--- config.mk ---
export PLATFORM = sky130hd
export DESIGN_NAME = alarm_digit_setter
export DESIGN_NICKNAME = d
export VERILOG_FILES = /design/src/rtl/alarm_digit_setter.sv
export SDC_FILE = /design/constraint.sdc
export NUM_CORES = 1
export LEC_CHECK = 0
export ABC_AREA = 1
export CAP_MARGIN = 5
export CORE_UTILIZATION = 25
export DETAILED_ROUTE_END_ITERATION = 16
export HOLD_SLACK_MARGIN = 0.06
export PLACE_DENSITY_LB_ADDON = 0.08
export RECOVER_POWER = 50
export SKIP_LAST_GASP = 1
export SYNTH_ARGS = -nofsm -noshare
export SYNTH_HDL_FRONTEND = slang
export SYNTH_SLANG_ARGS = --single-unit
--- constraint.sdc ---
create_clock -name clk -period 3.16 [get_ports clk]
set_clock_uncertainty 0.1 [all_clocks]
set_input_delay 0.474 -clock clk [delete_from_list [all_inputs] [get_ports clk]]
set_output_delay 0.474 -clock clk [all_outputs]
set_load 0.02 [all_outputs]
--- src/rtl/alarm_digit_setter.sv ---
// Parametrised alarm digit setter: per-digit wrap limits, select-driven up/down stepping with hold auto-repeat.
// Optional build macro ALARM_CARRY_EN ripples wrap carries/borrows into the next digit.
module alarm_digit_setter #(
    parameter int NUM_DIGITS = 4,
    parameter int DIGIT_W = 4,
    parameter logic [NUM_DIGITS*DIGIT_W-1:0] DIGIT_MAX = 16'h5959,
    parameter int REPEAT_DLY = 50_000_000,
    parameter int REPEAT_RATE = 20_000_000
) (
    input  logic                           clk,
    input  logic                           reset,
    input  logic                           clearAlarm,
    input  logic                           incBtn,
    input  logic                           decBtn,
    input  logic [NUM_DIGITS-1:0]          SevSegSelect,
    output logic [NUM_DIGITS*DIGIT_W-1:0]  binDigits,
    output logic                           selError,
    output logic                           repeating
);
    localparam int MAX_CNT = (REPEAT_DLY > REPEAT_RATE) ? REPEAT_DLY : REPEAT_RATE;
    localparam int CW = $clog2(MAX_CNT) + 1;

    typedef enum logic [1:0] {IDLE = 2'd0, HOLD = 2'd1, REPEAT = 2'd2} state_t;

    state_t                        state_r;
    logic [CW-1:0]                 cnt_r;
    logic                          dir_r;
    logic                          incHist_r;
    logic                          decHist_r;
    logic [NUM_DIGITS*DIGIT_W-1:0] digits_r;
    logic                          selError_r;
    logic                          repeating_r;

    logic                          incReq_s;
    logic                          decReq_s;
    logic                          selOk_s;
    logic                          sameReq_s;
    logic                          fire_s;
    logic                          stepInc_s;
    logic                          stepDec_s;
    logic                          carry_s;
    logic [NUM_DIGITS*DIGIT_W-1:0] digitsNext_s;

    // One step of a single digit; anything at or above its max counts as wrapping.
    function automatic logic [DIGIT_W-1:0] stepDigit(input logic [DIGIT_W-1:0] cur,
                                                     input logic [DIGIT_W-1:0] mx,
                                                     input logic up);
        if (up) begin
            stepDigit = (cur >= mx) ? {DIGIT_W{1'b0}} : cur + {{(DIGIT_W-1){1'b0}}, 1'b1};
        end else begin
            stepDigit = ((cur == {DIGIT_W{1'b0}}) || (cur > mx)) ? mx
                                                                 : cur - {{(DIGIT_W-1){1'b0}}, 1'b1};
        end
    endfunction

    function automatic logic digitWraps(input logic [DIGIT_W-1:0] cur,
                                        input logic [DIGIT_W-1:0] mx,
                                        input logic up);
        digitWraps = up ? (cur >= mx) : ((cur == {DIGIT_W{1'b0}}) || (cur > mx));
    endfunction

    // Request decode and step timing for the current state.
    always_comb begin
        incReq_s  = incBtn & ~decBtn;
        decReq_s  = decBtn & ~incBtn;
        selOk_s   = $onehot(SevSegSelect);
        sameReq_s = dir_r ? incReq_s : decReq_s;
        fire_s    = 1'b0;
        stepInc_s = 1'b0;
        stepDec_s = 1'b0;
        case (state_r)
            IDLE: begin
                fire_s    = (incReq_s & ~incHist_r) | (decReq_s & ~decHist_r);
                stepInc_s = fire_s & incReq_s;
                stepDec_s = fire_s & decReq_s;
            end
            HOLD: begin
                fire_s    = sameReq_s && (cnt_r == CW'(REPEAT_DLY - 1));
                stepInc_s = fire_s & dir_r;
                stepDec_s = fire_s & ~dir_r;
            end
            REPEAT: begin
                fire_s    = sameReq_s && (cnt_r == CW'(REPEAT_RATE - 1));
                stepInc_s = fire_s & dir_r;
                stepDec_s = fire_s & ~dir_r;
            end
            default: begin
                fire_s    = 1'b0;
                stepInc_s = 1'b0;
                stepDec_s = 1'b0;
            end
        endcase
    end

    // Next digit values; with carry enabled a wrap ripples upward through the chain.
    always_comb begin
        digitsNext_s = digits_r;
        carry_s      = 1'b0;
        for (int i = 0; i < NUM_DIGITS; i++) begin
            if (selOk_s && (stepInc_s || stepDec_s) && (SevSegSelect[i] || carry_s)) begin
                digitsNext_s[i*DIGIT_W +: DIGIT_W] = stepDigit(digits_r[i*DIGIT_W +: DIGIT_W],
                                                               DIGIT_MAX[i*DIGIT_W +: DIGIT_W], stepInc_s);
`ifdef ALARM_CARRY_EN
                carry_s = digitWraps(digits_r[i*DIGIT_W +: DIGIT_W],
                                     DIGIT_MAX[i*DIGIT_W +: DIGIT_W], stepInc_s);
`else
                carry_s = 1'b0;
`endif
            end else begin
                carry_s = 1'b0;
            end
        end
    end

    // Digit registers, status flags and the hold/repeat FSM.
    always_ff @(posedge clk) begin
        if (reset) begin
            state_r     <= IDLE;
            cnt_r       <= '0;
            dir_r       <= 1'b0;
            incHist_r   <= 1'b0;
            decHist_r   <= 1'b0;
            digits_r    <= '0;
            selError_r  <= 1'b0;
            repeating_r <= 1'b0;
        end else begin
            // History tracks requests even through a clear so a held button needs a re-press.
            incHist_r  <= incReq_s;
            decHist_r  <= decReq_s;
            selError_r <= ~selOk_s;
            if (clearAlarm) begin
                digits_r    <= '0;
                state_r     <= IDLE;
                cnt_r       <= '0;
                repeating_r <= 1'b0;
            end else begin
                digits_r <= digitsNext_s;
                case (state_r)
                    IDLE: begin
                        cnt_r       <= '0;
                        repeating_r <= 1'b0;
                        if (fire_s) begin
                            state_r <= HOLD;
                            dir_r   <= incReq_s;
                        end
                    end
                    HOLD, REPEAT: begin
                        if (!sameReq_s) begin
                            state_r     <= IDLE;
                            cnt_r       <= '0;
                            repeating_r <= 1'b0;
                        end else if (fire_s) begin
                            state_r     <= REPEAT;
                            cnt_r       <= '0;
                            repeating_r <= 1'b1;
                        end else if (cnt_r != {CW{1'b1}}) begin
                            cnt_r <= cnt_r + {{(CW-1){1'b0}}, 1'b1};
                        end
                    end
                    default: begin
                        state_r     <= IDLE;
                        cnt_r       <= '0;
                        repeating_r <= 1'b0;
                    end
                endcase
            end
        end
    end

    assign binDigits = digits_r;
    assign selError  = selError_r;
    assign repeating = repeating_r;
endmodule

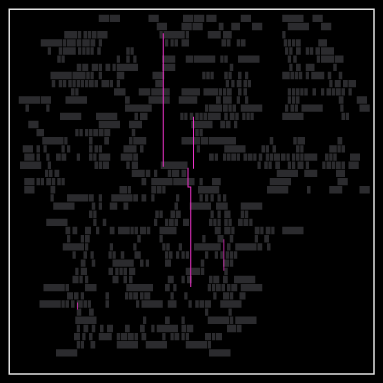
Figure 1: run 1, signal wires on met4.
(3 px per micron)
main direction: vertical
longest straight run: 44.2 microns
share of all routed wire: 1.2%

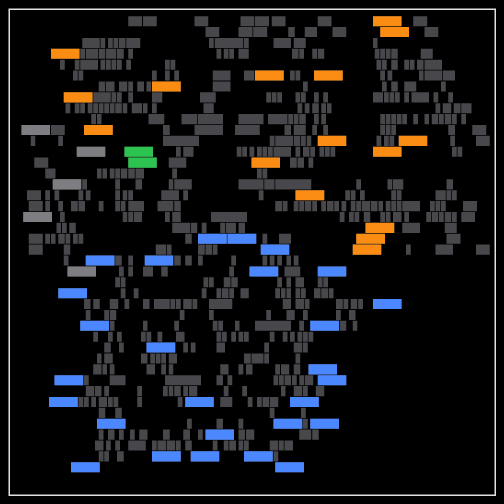
Figure 2: run 1, where the registers sit.
(4 px per micron) Other sequential cells in the stronger grey, the rest of the logic in the fainter grey.
| colour | signal | placed flops |
|---|---|---|
| green | `state_r` | 2 |
| blue | `cnt_r` | 27 |
| orange | `binDigits` | 16 |

==> flow_metrics.py, run 1 <==
# Flow results
metrics = {
    "sta": {
        "finalSetupTns_ns": 0,
        "drv_slew": 0,
        "finalCriticalPeriod_ns": 2.93,
        "hold_viol_final": 0,
        "fin_ws_ns": 0.231,
        "final.period_utilization_pct": 92.7,
    },
    "worst_setup_path": {
        "timing.rr.start": "cnt_r[0]$_SDFFE_PP0P_",
        "cp_common_cell": "inv_1",
        "crit_fanout": 8,
        "crit_family": "adder cells",
        "crit_type": "input pin to register",
        "endpoint_kind": "register",
        "critPathSlowestCell": "fa_1",
    },
    "synth": {
        "yosys.area_share.adder_pct": 7.27,
        "top_cells_by_count": "nand2_1 (145), nor2_1 (91), inv_1 (79)",
        "synth_area_sq_mm": 0.00355,
        "yosysWarnings": 0,
        "synth_cells": 561,
        "top_logic_kind": "simple AND/OR/NAND/NOR gates",
    },
    "floorplan": {
        "die_y_microns": 121,
        "die_x_microns": 121,
    },
    "placement": {
        "globalplace.congestion": 0.842,
        "io_buffers": 26,
    },
    "route": {
        "wl_per_cell_microns": 12.2,
        "vias": 3500,
        "wl_met3_microns": 390,
    },
    "finish": {
        "fin_util_pct": 30.3,
        "layout_top_cells": "nand2_1 (149), nor2_1 (92), inv_1 (80)",
        "area_share_nonclk_buffers_pct": 7.93,
        "comb_share_pct": 51.7,
        "n_sequential_cell": 50,
    },
    "status": {
        "outcome": "finished, final reports clean",
    },
    "power_and_ir_drop": {
        "swShare_pct": 26.1,
        "seqPwrFrac_pct": 46.6,
        "ir_worst_vdd_v": 0.000184,
        "p_total_w": 0.00139,
    },
    "global_routing": {
        "grt_pass1_vias": 3329,
        "grt_max_degree": 18,
    },
    "clocking": {
        "path_clk_slew_ns": 0.07,
    },
}
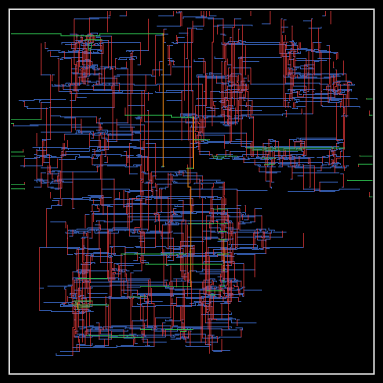
Figure 3: run 1, signal wires by layer.
(3 px per micron)
| colour | layer | wire length |
|---|---|---|
| orange | met4 | 114 microns |
| green | met3 | 391 microns |
| red | met2 | 4070 microns |
| blue | met1 | 4840 microns |

## Run 2: what changed since run 1
Settings changed: CORE_UTILIZATION 25 to 42, GPL_TIMING_DRIVEN from default to 0, SLEW_MARGIN from default to 20.
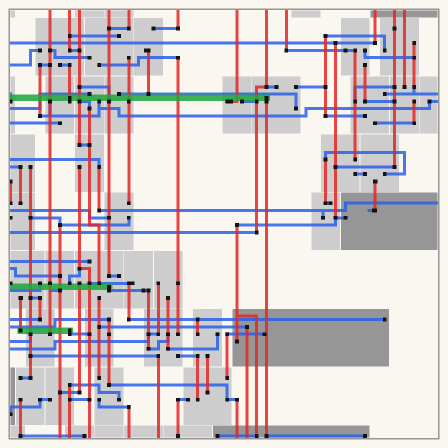
Figure 4: run 2, layout detail.
Window x 60 to 80, y 13 to 33 microns. Cells in grey, sequential cells in the stronger grey; small squares are vias.
| colour | layer |
|---|---|
| red | met2 |
| blue | met1 |
| green | met3 |
sequential cells in the window: 2
netlist names of flops here include: `cnt_r` (2)
cells with their middle in the window: 35
most frequent: nor2_1 (9), nand2_1 (7), inv_1 (5)

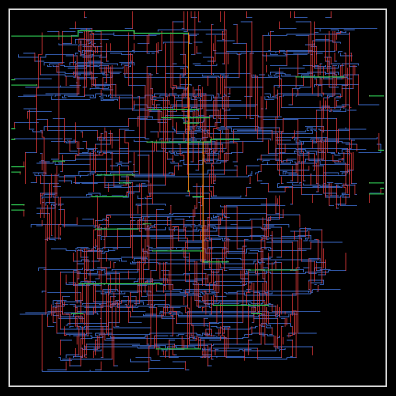
Figure 5: run 2, signal wires by layer.
(4 px per micron)
| colour | layer | wire length |
|---|---|---|
| red | met2 | 3580 microns |
| orange | met4 | 69.4 microns |
| blue | met1 | 4520 microns |
| green | met3 | 262 microns |

==> flow_metrics.py, run 2 <==
# Flow results
metrics = {
    "floorplan": {
        "rows": 33,
        "die_y_microns": 93.9,
        "die_x_microns": 93.9,
    },
    "synth": {
        "yosys.area_share.adder_pct": 7.27,
        "top_cells_by_count": "nand2_1 (145), nor2_1 (91), inv_1 (79)",
        "synth_cells": 561,
        "yosysWarnings": 0,
        "synth_cell_types": 35,
        "synth_area_sq_mm": 0.00355,
        "top_logic_kind": "simple AND/OR/NAND/NOR gates",
        "syn_nets": 590,
        "async_flop_share_pct": 0,
        "topCellsByArea": "dfxtp_1 (28%), nand2_1 (15%), nor2_1 (9.6%), inv_1 (8.4%), ha_1 (6.7%)",
    },
    "route": {
        "met1_length_mm": 4.52,
        "vias_per_cell": 4.96,
        "detail-route-antenna-nets": 0,
        "wl_per_cell_microns": 12.0,
        "vias": 3485,
        "wl_met3_microns": 261,
    },
    "worst_setup_path": {
        "crit_family": "adder cells",
        "endpoint_kind": "register",
        "timing.rr.start": "cnt_r[0]$_SDFFE_PP0P_",
        "crit_path_start": "SevSegSelect[1]",
        "crit_fanout": 8,
        "critPathSlowestCell": "clkdlybuf4s50_1",
        "crit_type": "input pin to register",
    },
    "clocking": {
        "path_clk_slew_ns": 0.09,
        "cts_buffers": 5,
    },
    "global_routing": {
        "grt_pass1_vias": 3126,
        "grt_max_degree": 15,
    },
    "sta": {
        "hold_viol_final": 0,
        "finalCriticalPeriod_ns": 3.01,
        "final.period_utilization_pct": 95.1,
        "finalSetupTns_ns": 0,
        "drv_slew": 0,
    },
    "placement": {
        "dp_slack_ns": -0.525,
        "io_buffers": 26,
    },
    "finish": {
        "fin_util_pct": 49.7,
        "comb_share_pct": 53.4,
        "fin_nets": 626,
        "area_share_nonclk_buffers_pct": 8.19,
        "layout_top_cells": "nand2_1 (147), nor2_1 (92), inv_1 (80)",
        "n_sequential_cell": 50,
        "areaGrowthSynthToFinish_pct": 14.6,
        "clockBufferCount": 7,
    },
    "power_and_ir_drop": {
        "pwr-share-clk_pct": 35.8,
        "ir_worst_vdd_v": 0.000184,
        "p_total_w": 0.00127,
        "swShare_pct": 25.8,
    },
    "status": {
        "outcome": "finished, final reports clean",
    },
}
No activity file was given, so power comes from the tool's default toggle rates.
